## config.mk

```make
export PLATFORM = sky130hd
export DESIGN_NAME = pipe_ctrl_unit
export DESIGN_NICKNAME = d
export VERILOG_FILES = /design/src/rtl/cpu_pkg.sv /design/src/rtl/pipe_ctrl_unit_hazard_detect.sv /design/src/rtl/pipe_ctrl_unit.sv
export SDC_FILE = /design/constraint.sdc
export NUM_CORES = 1
export LEC_CHECK = 0
export CORE_UTILIZATION = 47
export CTS_CLUSTER_SIZE = 28
export DETAILED_ROUTE_END_ITERATION = 6
export PLACE_DENSITY = 0.8
export SLEW_MARGIN = 20
export SYNTH_ARGS = -nofsm -noshare
export SYNTH_HDL_FRONTEND = slang
export SYNTH_SLANG_ARGS = --single-unit
```

## constraint.sdc

```tcl
create_clock -name clk -period 2.7 [get_ports clk]
set_input_delay 0.27 -clock clk [delete_from_list [all_inputs] [get_ports clk]]
set_output_delay 0.27 -clock clk [all_outputs]
set_load 0.01 [all_outputs]
```

## src/rtl/cpu_pkg.sv

```systemverilog
// Shared opcode, ALU-control and control-bundle definitions for the
// five-stage pipeline control unit.
package cpu_pkg;

  localparam logic [3:0] OP_LW   = 4'd0;
  localparam logic [3:0] OP_SW   = 4'd1;
  localparam logic [3:0] OP_ADD  = 4'd2;
  localparam logic [3:0] OP_ADDI = 4'd3;
  localparam logic [3:0] OP_SUB  = 4'd4;
  localparam logic [3:0] OP_AND  = 4'd5;
  localparam logic [3:0] OP_OR   = 4'd6;
  localparam logic [3:0] OP_SLT  = 4'd7;
  localparam logic [3:0] OP_BEQ  = 4'd8;
  localparam logic [3:0] OP_J    = 4'd9;
  localparam logic [3:0] OP_BNE  = 4'd10;

  localparam logic [2:0] ALU_ADD = 3'd0;
  localparam logic [2:0] ALU_SUB = 3'd1;
  localparam logic [2:0] ALU_AND = 3'd2;
  localparam logic [2:0] ALU_OR  = 3'd3;
  localparam logic [2:0] ALU_SLT = 3'd4;

  // Destination register is kept beside the bundle because its width is a
  // parameter of the unit.
  typedef struct packed {
    logic       regwr;
    logic       wbsel;
    logic       memwr;
    logic       memread;
    logic       alusrc;
    logic [2:0] aluctrl;
  } ctrl_t;

  function automatic logic [2:0] alu_ctrl_for(input logic [3:0] op);
    case (op)
      OP_SUB:  alu_ctrl_for = ALU_SUB;
      OP_AND:  alu_ctrl_for = ALU_AND;
      OP_OR:   alu_ctrl_for = ALU_OR;
      OP_SLT:  alu_ctrl_for = ALU_SLT;
      default: alu_ctrl_for = ALU_ADD;
    endcase
  endfunction

endpackage

```

## src/rtl/pipe_ctrl_unit_hazard_detect.sv

```systemverilog
// Combinational load-use and branch-operand hazard detection for the ID stage.
module hazard_detect
  import cpu_pkg::*;
#(
  parameter int RW = 3
) (
  input  logic          id_valid,
  input  logic [3:0]    id_op,
  input  logic [RW-1:0] id_rs,
  input  logic [RW-1:0] id_rt,
  input  logic          ex_regwr,
  input  logic          ex_memread,
  input  logic [RW-1:0] ex_dst,
  input  logic          mem_memread,
  input  logic [RW-1:0] mem_dst,
  output logic          load_use,
  output logic          br_haz,
  output logic          stall
);

  logic src_op;
  logic is_br;
  logic ex_hit;
  logic mem_hit;

  // Every defined opcode except J reads rs/rt in some form.
  assign src_op  = id_valid && (id_op <= OP_BNE) && (id_op != OP_J);
  assign is_br   = id_valid && ((id_op == OP_BEQ) || (id_op == OP_BNE));
  assign ex_hit  = (ex_dst == id_rs) || (ex_dst == id_rt);
  assign mem_hit = (mem_dst == id_rs) || (mem_dst == id_rt);

  assign load_use = src_op && ex_memread && ex_hit;
  assign br_haz   = is_br && ((ex_regwr && ex_hit) || (mem_memread && mem_hit));
  assign stall    = load_use || br_haz;

endmodule

```

## src/rtl/pipe_ctrl_unit.sv

```systemverilog
// Pipeline control unit: ID decode, ID-stage branch resolution, hazard stall
// and the ID/EX, EX/MEM, MEM/WB control registers with event counters.
module pipe_ctrl_unit
  import cpu_pkg::*;
#(
  parameter int DW = 8,
  parameter int RW = 3,
  parameter int CW = 16
) (
  input  logic          clk,
  input  logic          rst,
  input  logic          id_valid,
  input  logic [3:0]    id_op,
  input  logic [RW-1:0] id_rs,
  input  logic [RW-1:0] id_rt,
  input  logic [RW-1:0] id_rd,
  input  logic [DW-1:0] id_rdata1,
  input  logic [DW-1:0] id_rdata2,
  output logic          pc_write,
  output logic          ifid_write,
  output logic          pc_src,
  output logic          if_flush,
  output logic          ex_alusrc,
  output logic [2:0]    ex_aluctrl,
  output logic [RW-1:0] ex_dst,
  output logic [RW-1:0] mem_dst,
  output logic          mem_wr,
  output logic          mem_read,
  output logic [RW-1:0] wb_dst,
  output logic          wb_regwr,
  output logic          wb_sel,
  output logic [CW-1:0] stall_cnt,
  output logic [CW-1:0] flush_cnt
);

  localparam logic [CW-1:0] CNT_MAX = '1;

  ctrl_t         dec_ctrl;
  logic [RW-1:0] dec_dst;

  ctrl_t         idex_ctrl_q, idex_ctrl_d;
  logic [RW-1:0] idex_dst_q, idex_dst_d;
  logic          exmem_regwr_q, exmem_wbsel_q, exmem_memwr_q, exmem_memread_q;
  logic [RW-1:0] exmem_dst_q;
  logic          memwb_regwr_q, memwb_wbsel_q;
  logic [RW-1:0] memwb_dst_q;
  logic [CW-1:0] stall_cnt_q, stall_cnt_d;
  logic [CW-1:0] flush_cnt_q, flush_cnt_d;

  logic hz_stall, hz_load_use, hz_br_haz;
  logic hz_unused;
  logic taken;

  always_comb begin
    dec_ctrl = '0;
    dec_dst  = '0;
    if (id_valid) begin
      case (id_op)
        OP_LW: begin
          dec_ctrl.regwr   = 1'b1;
          dec_ctrl.memread = 1'b1;
          dec_ctrl.alusrc  = 1'b1;
          dec_dst          = id_rt;
        end
        OP_SW: begin
          dec_ctrl.memwr  = 1'b1;
          dec_ctrl.alusrc = 1'b1;
        end
        OP_ADD, OP_ADDI, OP_SUB, OP_AND, OP_OR, OP_SLT: begin
          dec_ctrl.regwr   = 1'b1;
          dec_ctrl.wbsel   = 1'b1;
          dec_ctrl.alusrc  = (id_op == OP_ADDI);
          dec_ctrl.aluctrl = alu_ctrl_for(id_op);
          dec_dst          = id_rd;
        end
        default: ;
      endcase
    end
  end

  hazard_detect #(.RW(RW)) u_hazard (
    .id_valid    (id_valid),
    .id_op       (id_op),
    .id_rs       (id_rs),
    .id_rt       (id_rt),
    .ex_regwr    (idex_ctrl_q.regwr),
    .ex_memread  (idex_ctrl_q.memread),
    .ex_dst      (idex_dst_q),
    .mem_memread (exmem_memread_q),
    .mem_dst     (exmem_dst_q),
    .load_use    (hz_load_use),
    .br_haz      (hz_br_haz),
    .stall       (hz_stall)
  );

  // The individual hazard causes are only of interest when probing the unit.
  assign hz_unused = hz_load_use ^ hz_br_haz;

  // Stall wins over resolution so a branch never redirects on stale operands.
  always_comb begin
    taken = 1'b0;
    if (id_valid && !hz_stall) begin
      case (id_op)
        OP_BEQ:  taken = (id_rdata1 == id_rdata2);
        OP_BNE:  taken = (id_rdata1 != id_rdata2);
        OP_J:    taken = 1'b1;
        default: taken = 1'b0;
      endcase
    end
  end

  always_comb begin
    idex_ctrl_d = hz_stall ? '0 : dec_ctrl;
    idex_dst_d  = hz_stall ? '0 : dec_dst;
    stall_cnt_d = (hz_stall && (stall_cnt_q != CNT_MAX)) ? stall_cnt_q + CW'(1) : stall_cnt_q;
    flush_cnt_d = (taken && (flush_cnt_q != CNT_MAX)) ? flush_cnt_q + CW'(1) : flush_cnt_q;
  end

  always_ff @(posedge clk) begin
    if (rst) begin
      idex_ctrl_q     <= '0;
      idex_dst_q      <= '0;
      exmem_regwr_q   <= 1'b0;
      exmem_wbsel_q   <= 1'b0;
      exmem_memwr_q   <= 1'b0;
      exmem_memread_q <= 1'b0;
      exmem_dst_q     <= '0;
      memwb_regwr_q   <= 1'b0;
      memwb_wbsel_q   <= 1'b0;
      memwb_dst_q     <= '0;
      stall_cnt_q     <= '0;
      flush_cnt_q     <= '0;
    end else begin
      idex_ctrl_q     <= idex_ctrl_d;
      idex_dst_q      <= idex_dst_d;
      exmem_regwr_q   <= idex_ctrl_q.regwr;
      exmem_wbsel_q   <= idex_ctrl_q.wbsel;
      exmem_memwr_q   <= idex_ctrl_q.memwr;
      exmem_memread_q <= idex_ctrl_q.memread;
      exmem_dst_q     <= idex_dst_q;
      memwb_regwr_q   <= exmem_regwr_q;
      memwb_wbsel_q   <= exmem_wbsel_q;
      memwb_dst_q     <= exmem_dst_q;
      stall_cnt_q     <= stall_cnt_d;
      flush_cnt_q     <= flush_cnt_d;
    end
  end

  assign pc_write   = !hz_stall;
  assign ifid_write = !hz_stall;
  assign pc_src     = taken;
  assign if_flush   = taken;
  assign ex_alusrc  = idex_ctrl_q.alusrc;
  assign ex_aluctrl = idex_ctrl_q.aluctrl;
  assign ex_dst     = idex_dst_q;
  assign mem_dst    = exmem_dst_q;
  assign mem_wr     = exmem_memwr_q;
  assign mem_read   = exmem_memread_q;
  assign wb_dst     = memwb_dst_q;
  assign wb_regwr   = memwb_regwr_q;
  assign wb_sel     = memwb_wbsel_q;
  assign stall_cnt  = stall_cnt_q;
  assign flush_cnt  = flush_cnt_q;

endmodule

```

Fig. 1: register map, names as in the netlist
(4 px per um)
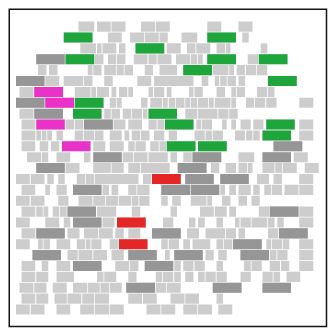
| colour | signal | placed flops |
|---|---|---|
| red | `mem_dst` | 3 |
| green | `flush_cnt` | 16 |
| magenta | `idex_ctrl_q` | 4 |
P_seq: 0.823 mW
fin util: 67.2%
Seq/total area: 29.2%

Fig. 2: close-up of the layout
Window x 27 to 52, y 27 to 52 um. Cells in grey, sequential cells in the stronger grey; small squares are vias.
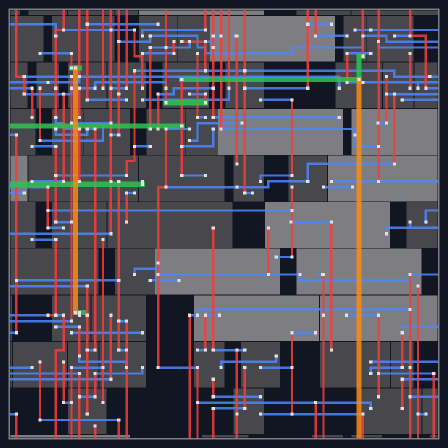
| colour | layer |
|---|---|
| orange | metal 4 |
| green | metal 3 |
| blue | metal 1 |
| red | metal 2 |
cells with their middle in the window: 48
sequential cells in the window: 9
netlist names of flops here include: `stall_cnt` (4), `flush_cnt` (3)
most frequent: dfxtp_1 (9)

Fig. 3: metal 2
(4 px per um)
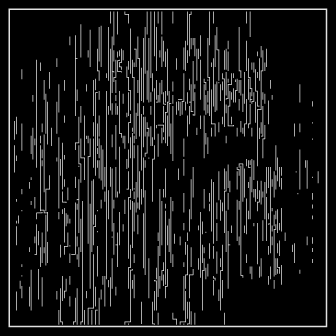
longest straight run: 46.9 um
nets with wire on the layer: 373

==> flow_metrics.tcl <==
# place-and-route summary
set metrics [dict create \
    status "complete, no violations" \
    clock_latency_ns 0.31 \
    regArea_um2 1100 \
    comb_power_mw 0.158 \
    gr-usage-met3_pct 6.21 \
    pre_cts_ws_ns 0.0749 \
    num-nets-final 429 \
    final_cell_mix "83 x clkdlybuf4s50_1, 55 x dfxtp_1, 26 x a21oi_1, 21 x xor2_1, 21 x nor2b_1" \
    power_frac_clock_pct 35.0 \
    warnings 26 \
    syn_to_final_growth_pct 35.5 \
    max_stage_delay_ns 0.49 \
    crit_type "in -> out" \
    hold_class "in -> reg" \
    swShare_pct 22.5 \
    clock.fmax_mhz 387 \
    ys_sh_adder_pct 0.899 \
    ys_sh_simple_pct 29.4 \
    reg2reg_from "stall_cnt[6]" \
    final-nonclk-buf-share_pct 24.1 \
    crit_path_cell_trace "clkdlybuf4s50_1 > xor2_1 > nor4_1 > o21bai_1 > a21bo_1 > buf_12 > clkdlybuf4s50_1" \
    yosys-mux-area-fraction_pct 3.60 \
    num_rows 27 \
]
Power is estimated from default activity; no workload was simulated.
